--- src/rtl/guest_joy_mapper.sv ---
// Joystick conditioning for guest cores: optional ch0/ch1 swap, opposing-direction
// (SOCD) cleanup and per-channel autofire on fire1, all behind one register stage.
module guest_joy_mapper #(
    parameter int NUM_JOY     = 2,
    parameter int AF_PRESCALE = 28000
) (
    input  logic                   clk_sys,
    input  logic                   reset_n,
    input  logic [NUM_JOY*8-1:0]   joy_in,
    input  logic [1:0]             socd_mode,
    input  logic [NUM_JOY*2-1:0]   af_rate,
    input  logic                   swap,
    output logic [NUM_JOY*6-1:0]   joy_out
);

    typedef enum logic [1:0] {
        AF_IDLE = 2'd0,
        AF_ON   = 2'd1,
        AF_OFF  = 2'd2
    } af_state_t;

    localparam int SW1 = (NUM_JOY >= 2) ? 1 : 0;
    localparam logic [31:0] PRESC_MAX = 32'(AF_PRESCALE - 1);

    logic [31:0]                presc_q, presc_d;
    logic                       tick;
    logic                       swap_q, swap_d;
    logic                       swap_chg;
    logic [NUM_JOY-1:0][3:0]    prev_q, prev_d;
    logic [NUM_JOY-1:0][1:0]    mem_q, mem_d;
    af_state_t                  af_q [NUM_JOY];
    af_state_t                  af_d [NUM_JOY];
    logic [NUM_JOY-1:0][7:0]    afc_q, afc_d;
    logic [NUM_JOY*6-1:0]       joy_out_q, joy_out_d;
    logic [NUM_JOY-1:0]         unused_bit7;

    // Resolve one axis under last-wins: returns {out_a, out_b, new_memory}.
    // Memory 0 selects a (up/left), 1 selects b (down/right); a rising edge on a wins ties.
    function automatic logic [2:0] last_wins(input logic a, input logic b,
                                             input logic pa, input logic pb,
                                             input logic m);
        logic nm;
        logic [1:0] o;
        if (a && !b) begin
            nm = 1'b0;
        end else if (b && !a) begin
            nm = 1'b1;
        end else if (a && b) begin
            if (!pa) begin
                nm = 1'b0;
            end else if (!pb) begin
                nm = 1'b1;
            end else begin
                nm = m;
            end
        end else begin
            nm = m;
        end
        if (a && b) begin
            o = {~nm, nm};
        end else begin
            o = {a, b};
        end
        return {o, nm};
    endfunction

    // Shared autofire prescaler and swap-change detection.
    always_comb begin
        tick     = 1'b0;
        presc_d  = presc_q + 32'd1;
        if (presc_q >= PRESC_MAX) begin
            presc_d = 32'd0;
            tick    = 1'b1;
        end else begin
            tick    = 1'b0;
        end
        swap_d   = swap;
        swap_chg = (swap != swap_q) && (NUM_JOY >= 2);
    end

    // Per-channel swap, SOCD resolution and autofire next-state.
    always_comb begin
        prev_d      = '0;
        mem_d       = '0;
        afc_d       = '0;
        joy_out_d   = '0;
        unused_bit7 = '0;
        for (int ch = 0; ch < NUM_JOY; ch++) begin
            int         src;
            logic       clr;
            logic [7:0] cur;
            logic [3:0] pv;
            logic [1:0] mv;
            logic [2:0] rv;
            logic [2:0] rh;
            logic [3:0] dir;
            logic [1:0] rate;
            logic [7:0] half_m1;
            logic       en;
            logic       fire1;

            af_d[ch] = AF_IDLE;
            if (swap && (NUM_JOY >= 2) && ch == 0) begin
                src = SW1;
            end else if (swap && (NUM_JOY >= 2) && ch == SW1) begin
                src = 0;
            end else begin
                src = ch;
            end
            cur             = joy_in[src*8 +: 8];
            unused_bit7[ch] = cur[7];
            clr             = swap_chg && (ch < 2);

            if (clr) begin
                pv = 4'b0000;
                mv = 2'b00;
            end else begin
                pv = prev_q[ch];
                mv = mem_q[ch];
            end
            rv          = last_wins(cur[0], cur[1], pv[0], pv[1], mv[0]);
            rh          = last_wins(cur[2], cur[3], pv[2], pv[3], mv[1]);
            prev_d[ch]  = cur[3:0];
            mem_d[ch]   = {rh[0], rv[0]};

            case (socd_mode)
                2'b01: begin
                    dir[1:0] = (cur[0] && cur[1]) ? 2'b00 : cur[1:0];
                    dir[3:2] = (cur[2] && cur[3]) ? 2'b00 : cur[3:2];
                end
                2'b10: begin
                    dir = {rh[1], rh[2], rv[1], rv[2]};
                end
                default: begin
                    dir = cur[3:0];
                end
            endcase

            rate = af_rate[ch*2 +: 2];
            case (rate)
                2'b00:   half_m1 = 8'd24;
                2'b01:   half_m1 = 8'd49;
                2'b10:   half_m1 = 8'd99;
                default: half_m1 = 8'd255;
            endcase
            en = cur[6] && (rate != 2'b11);

            if (!en || clr) begin
                af_d[ch]  = AF_IDLE;
                afc_d[ch] = 8'd0;
            end else begin
                case (af_q[ch])
                    AF_IDLE: begin
                        af_d[ch]  = AF_ON;
                        afc_d[ch] = 8'd0;
                    end
                    AF_ON, AF_OFF: begin
                        // >= so a shorter rate chosen mid-phase still terminates the phase
                        if (tick && (afc_q[ch] >= half_m1)) begin
                            af_d[ch]  = (af_q[ch] == AF_ON) ? AF_OFF : AF_ON;
                            afc_d[ch] = 8'd0;
                        end else if (tick) begin
                            af_d[ch]  = af_q[ch];
                            afc_d[ch] = afc_q[ch] + 8'd1;
                        end else begin
                            af_d[ch]  = af_q[ch];
                            afc_d[ch] = afc_q[ch];
                        end
                    end
                    default: begin
                        af_d[ch]  = AF_IDLE;
                        afc_d[ch] = 8'd0;
                    end
                endcase
            end

            fire1                 = cur[4] || (af_d[ch] == AF_ON);
            joy_out_d[ch*6 +: 6]  = {cur[5], fire1, dir};
        end
    end

    // State and output registers with synchronous active-low reset.
    always_ff @(posedge clk_sys) begin
        if (!reset_n) begin
            presc_q   <= 32'd0;
            swap_q    <= 1'b0;
            prev_q    <= '0;
            mem_q     <= '0;
            afc_q     <= '0;
            joy_out_q <= '0;
            for (int ch = 0; ch < NUM_JOY; ch++) begin
                af_q[ch] <= AF_IDLE;
            end
        end else begin
            presc_q   <= presc_d;
            swap_q    <= swap_d;
            prev_q    <= prev_d;
            mem_q     <= mem_d;
            afc_q     <= afc_d;
            joy_out_q <= joy_out_d;
            for (int ch = 0; ch < NUM_JOY; ch++) begin
                af_q[ch] <= af_d[ch];
            end
        end
    end

    assign joy_out = joy_out_q;

endmodule

--- config.mk ---
export PLATFORM = sky130hd
export DESIGN_NAME = guest_joy_mapper
export DESIGN_NICKNAME = d
export VERILOG_FILES = /design/src/rtl/guest_joy_mapper.sv
export SDC_FILE = /design/constraint.sdc
export NUM_CORES = 1
export LEC_CHECK = 0
export ABC_AREA = 1
export ABC_CLOCK_PERIOD_IN_PS = 1750
export CAP_MARGIN = 20
export CORE_MARGIN = 8
export CORE_UTILIZATION = 51
export DETAILED_ROUTE_END_ITERATION = 16
export GPL_ROUTABILITY_DRIVEN = 0
export PLACE_DENSITY = 0.78
export SETUP_SLACK_MARGIN = 0.05
export SYNTH_ARGS = -nofsm -noshare
export SYNTH_HDL_FRONTEND = slang
export SYNTH_SLANG_ARGS = --single-unit
--- constraint.sdc ---
create_clock -name clk_sys -period 1.75 [get_ports clk_sys]
set_input_delay 0.35 -clock clk_sys [delete_from_list [all_inputs] [get_ports clk_sys]]
set_output_delay 0.35 -clock clk_sys [all_outputs]
set_load 0.05 [all_outputs]
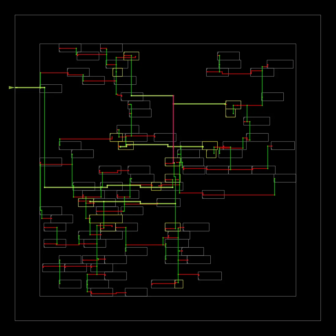
Fig. 1. Clock routing (run 1).
worst clock skew: 9.24 ps
Power Clock: 1.39 mW
Inserted Clock Buffers: 9
latest clock arrival within the worst-skew pair: 350 ps

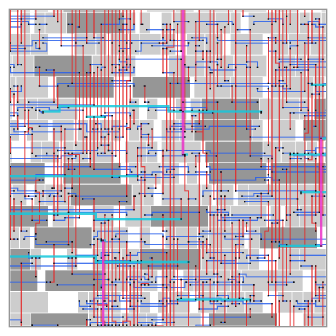
Fig. 2. Close-up of the layout (run 1).
Window x 31 to 71, y 31 to 71 um. Cells in grey, sequential cells in the stronger grey; small squares are vias.
Key: M4 = magenta; M1 = blue; M2 = red; M3 = cyan
172 logic cells have their middle in the window. Netlist names of flops here include `presc_q` (6), `af_q` (4), `prev_q` (3). Most frequent: nand2_1 (25), inv_1 (22), nor2_1 (19). Sequential cells in the window: 20.

==> out/metrics.cfg, run 1 <==
[synth]
synthesis.instances=503
synth_top_cell_by_count=nand2_1
synth.cellmix.adderShare=0.109
synth_xor_xnor_area_share=0.0116
synth-seq-area-share=0.408
enable_flop_cells=0
synth_top_flop_cell=dfxtp_1
post_synth_and_or_nand_nor_area_fraction=0.251
synthAoiAreaFrac=0.117
synth.mux.area_fraction=0
ys_ff=77
synth_largest_type_area_fraction=0.408
syn_area_per_cell_um2=7.52
topCombFamilyByArea=simple AND/OR/NAND/NOR gates
ys_warn_count=0
post_synth_most_frequent_cells=90 x nand2_1, 83 x inv_1, 77 x dfxtp_1
ys_cells=503

[floorplanning]
std_cell_rows=31
die_w_um=102
dieArea_um2=10400
boundaryPins=37
chipHeight_um=102

[final_timing]
rsz0062_at_grt=true
timing.final.max_slew_violations=0
report.final.hold_viol_count=0
fmax_mhz=586

[route]
drt_iter0_drc=158
drt_pass1_iterations=4
post-route-drc-count=0
top_layer=met4
route.final.wire_length_um=8990
routed_length_per_instance_um=12.8
wl_met1_um=3770

[power]
power_frac_seq=0.487
worst_ir_drop_vdd_uv=732
power.internal_mw=2.73
pwr_density_cell_nw_per_um2=717
switching_share=0.278

[critical_path]
cp_cell_sequence=buf_12 > inv_12 > ha_4 > nor2_4 > ha_4 > o21ai_2 > nand2_1 > nand2_1 > nand2_1 > nand2_1 > nand2_2 > nand2_2 > nand4_1 > buf_6 > inv_2 > nand2_1 > nor2_1
setup.worst_path.end_class=flip-flop
ff2ff_setup_slack_ps=80
critical_path.startpoint_type=primary input
ff_to_ff_path_depth=11
cp.buffers_inverters=4
worst-endpoint-required_ps=2040
worstReg2RegStart=afc_q[15]
cpMostUsedCell=nand2_1
path_delay_family=simple AND/OR/NAND/NOR gates
crit_cells=17
r2r_end=afc_q[14]
critical_path.max_fanout=4
cp_data_arrival_time_ps=2000

[layout]
top_register_by_number_of_flip_flops=presc_q
area_delta_synth_final_pct=39.1
drive_gt1_frac=0.284

[min_path]
worstHoldPathType=reg -> reg
hold_path.startpoint=presc_q[11]
worst_hold_path.endpoint=presc_q[11]

[run]
max_cap_violations=0

[clock_tree]
h_tree_depth=3
tritoncts_num_sinks=77
postCtsSetupBuffers=2

[place]
dp_worst_setup_slack_ps=-922

[status]
run_status=finished clean

[global_route]
first_global_vias=3545
grt_first_pass_wirelength_um=14900
global_route.usage.total=0.177

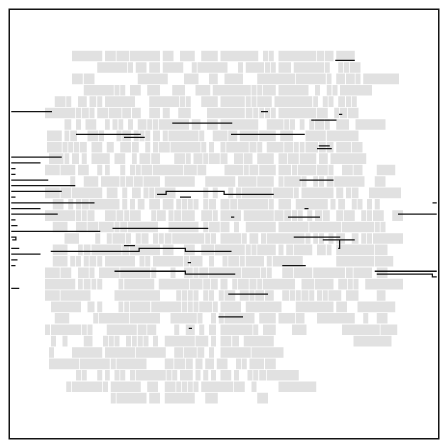
Fig. 3. M3 wires (run 1).
The longest straight run is 22.5 um. The layer holds 4.8% of the routed length. 42 nets have wire on it. The layer carries 433 um of wire. The wires run mostly horizontal.

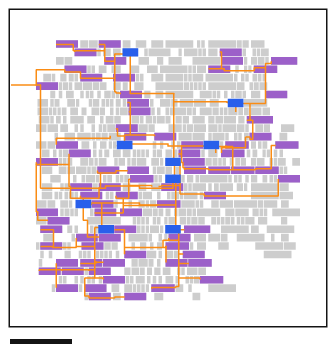
Fig. 4. Clock network drawn from the DEF (run 1).
The bar under the picture is 20 um long.
Key: clock wires = orange [length 936 um]; flip-flops = purple [count 77]; clock-net drivers = blue [count 9]
There are 10 routed clock nets.
Clk network pwr share: 0.368

## run 1: through the flow
step / total power [mW] / util / instances / area (um^2) / setup TNS (ps)
floorplan: 2.18 / - / 519 / 3990 / 0
global placement: 2.37 / 0.644 / 682 / 4650 / -18500
detailed placement: 2.39 / 0.644 / 682 / 4650 / -21070
CTS: 3.78 / 0.687 / 700 / 4950 / -15.4
global route: 3.96 / 0.729 / 705 / 5260 / -189
finish: 3.77 / 0.729 / 705 / 5260 / 0
## run 1: power groups by stage
| stage | Combinational (mW) | Clock, mW | Sequential, mW |
|---|---|---|---|
| 5_1_grt | 0.605 | 1.51 | 1.84 |
| 3_3_place_gp | 0.494 | 0 | 1.88 |
| 6_report | 0.548 | 1.39 | 1.84 |
| 2_1_floorplan | 0.222 | 0 | 1.96 |
| 3_5_place_dp | 0.509 | 0 | 1.88 |
| 4_1_cts | 0.520 | 1.42 | 1.84 |
## run 1: placed cells by master (no fill, tap or decap), types with 12 or more instances in the layout
cell and count:
inv_1 74, dfxtp_1 62, nor2_2 12, buf_4 50, ha_4 18, dfxtp_2 12, ha_1 15, nand3_1 12
clkdlybuf4s50_1 17, conb_1 17, nand2_1 78, inv_2 12, a21oi_1 20, nor2_1 62
## run 1: cell families after synthesis
group                      count (synthesis)
AOI/OAI and AO/OA                         75
xor gates and xnor gates                   5
DFF                                       77
other                                      1
adders and majority gates                 33
buffers and inverters                     96
and+or+nand+nor                          216
## run 1: layer usage
layer	up-vias	GRT usage
met5	-	0
met3	12	0.0456
li1	1801	-
met4	0	0.0700
met2	72	0.312
met1	1604	0.197
## run 1: area by class of cell
type / instances / area [um^2]
clock buffers: 9 / 124
clock inverters: 7 / 83.8
fillers: 534 / 1950
inverters: 89 / 352
multi-input cells: 346 / 2330
flip-flops and latches: 77 / 1570
well taps: 99 / 124
repair buffers: 78 / 681
## Run 2: what changed since run 1
CTS_CLUSTER_DIAMETER = 80   (was not set)
TNS_END_PERCENT = 100   (was not set)
==> out/metrics.cfg, run 2 <==
[global_route]
first_global_vias=3545
grt_first_pass_wirelength_um=14900
grt_met1_use=0.197
globalRouteMet3Util=0.0456
grtUsageMet2=0.312
largest_net_degree_at_the_start_of_global_routing=16
routing_layer_with_the_top_usage_in_global_route=met2
global_route.usage.total=0.177

[synth]
enable_flop_cells=0
post_synth_most_frequent_cells=90 x nand2_1, 83 x inv_1, 77 x dfxtp_1
ys_cells=503
ys_warn_count=0
synth_largest_type_area_fraction=0.408
syn_area_per_cell_um2=7.52
synthesis.instances=503
synth-seq-area-share=0.408
post_synth_instance_area_um2=3780
synth_top_flop_cell=dfxtp_1
synth_top_cell_by_count=nand2_1
ys_ff=77

[final_timing]
report.final.hold_viol_count=0
fmax_mhz=586
hold_ws_ps=498
timing.final.max_slew_violations=0
final.setup_skew_ps=9.24
fin_tns_setup_ps=0
rsz0062_at_grt=true

[place]
dpl-instance-area_um2=4650
io_buffer_count=34
placed_cell_count=682
dp_worst_setup_slack_ps=-922

[floorplanning]
dieArea_um2=10400
die_w_um=102
boundaryPins=37
chipHeight_um=102

[layout]
area_delta_synth_final_pct=39.1
final_design_area_no_fill_um2=5260
comb_area_um2=2330
post_route_insts_no_fill=705
lay_top_cells=78 x nand2_1, 74 x inv_1, 62 x nor2_1, 62 x dfxtp_1, 50 x buf_4
fillers=534
flop_area_um2=1570
final_common_cell=nand2_1
drive_gt1_frac=0.284
fin_util=0.729

[status]
run_status=finished clean

[route]
post-route-drc-count=0
routed_length_per_instance_um=12.8
drt_pass1_iterations=4
drt_iter0_drc=158
route.final.wire_length_um=8990

[clock_tree]
tritoncts_num_sinks=77
postCtsSetupBuffers=2
insertion_delay_ps=350
numCtsBuffers=9

[critical_path]
cp.buffers_inverters=4
ff2ff_setup_slack_ps=80
critPathMaxStageDelay_ps=230
critical_path.max_fanout=4
worst-endpoint-required_ps=2040
r2r_end=afc_q[14]
cp_data_arrival_time_ps=2000
cp_cell_sequence=buf_12 > inv_12 > ha_4 > nor2_4 > ha_4 > o21ai_2 > nand2_1 > nand2_1 > nand2_1 > nand2_1 > nand2_2 > nand2_2 > nand4_1 > buf_6 > inv_2 > nand2_1 > nor2_1
ff_to_ff_path_depth=11
path_delay_family=simple AND/OR/NAND/NOR gates
worstReg2RegStart=afc_q[15]
critical_path.startpoint_type=primary input
cpMostUsedCell=nand2_1

[run]
max_cap_violations=0

[min_path]
hold_path.startpoint=presc_q[11]
worstHoldPathType=reg -> reg
worst_hold_path.endpoint=presc_q[11]

[power]
post-layout-total-power_mw=3.77
worst_ir_drop_vdd_uv=732
pwr_density_cell_nw_per_um2=717

## run 2: cell counts in the layout (fill, tap and decap cells not counted)
Identical to the previous run, type by type.
## run 2: per-layer routing
| metal | share of wire | wire length (um) |
|---|---|---|
| met1 | 0.42 | 3770 |
| met2 | 0.52 | 4690 |
| met5 | 0 | 0 |
| met4 | 0.011 | 95 |
| met3 | 0.048 | 432 |
## run 2: how the worst max path moves through the flow
stage	end	cells after the start	start	slack (ps)
5_1_grt	afc_q[14]	17	af_rate[2]	-40
3_3_place_gp	afc_q[15]	13	af_rate[3]	-830
3_5_place_dp	afc_q[15]	13	af_rate[3]	-920
6_report	afc_q[14]	17	af_rate[2]	40
4_1_cts	afc_q[14]	10	presc_q[0]	-20
2_1_floorplan	afc_q[15]	15	af_rate[2]	9
## run 2: cells by family after synthesis
logic type	share of synthesized area
AOI/OAI and AO/OA	0.117
xor gates and xnor gates	0.0116
adders and majority gates	0.109
buffers and inverters	0.102
DFF	0.408
other	0.000992
and+or+nand+nor	0.251
## run 2: worst reg2reg max path, cell delays in order, from the launching register on
cell     delay, ps
dfxtp_2        400
ha_4           230
nand2_1         80
inv_1           50
nor3_2         180
nand2_2         90
nand2_2         90
nand4_1        110
buf_6          160
inv_2           60
nand2_1         50
nor2_1         110
## run 2: area by class of cell
cell class | instances | area share
clock buffer | 9 | 0.0235
clock inverter | 7 | 0.0159
inverter | 89 | 0.0668
multi-input combinational | 346 | 0.443
sequential | 77 | 0.298
tap | 99 | 0.0235
timing repair buffer | 78 | 0.129
## run 2: report_power, final
part           internal, mW  total (mW)  leakage [nW]  switching [mW]
Sequential             1.81        1.84         0.641          0.0254
Combinational         0.233       0.548          1.54           0.314
Clock                 0.680        1.39         0.102           0.708
Total                  2.73        3.77          2.29            1.05
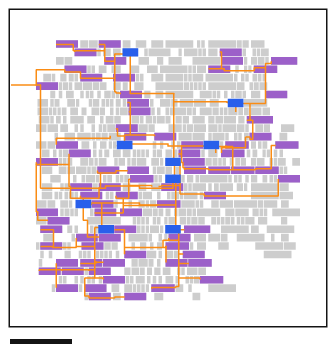
Fig. 5. Clock network drawn from the DEF (run 2).
The bar under the picture is 20 um long.

No activity file was given, so power comes from the tool's default toggle rates.
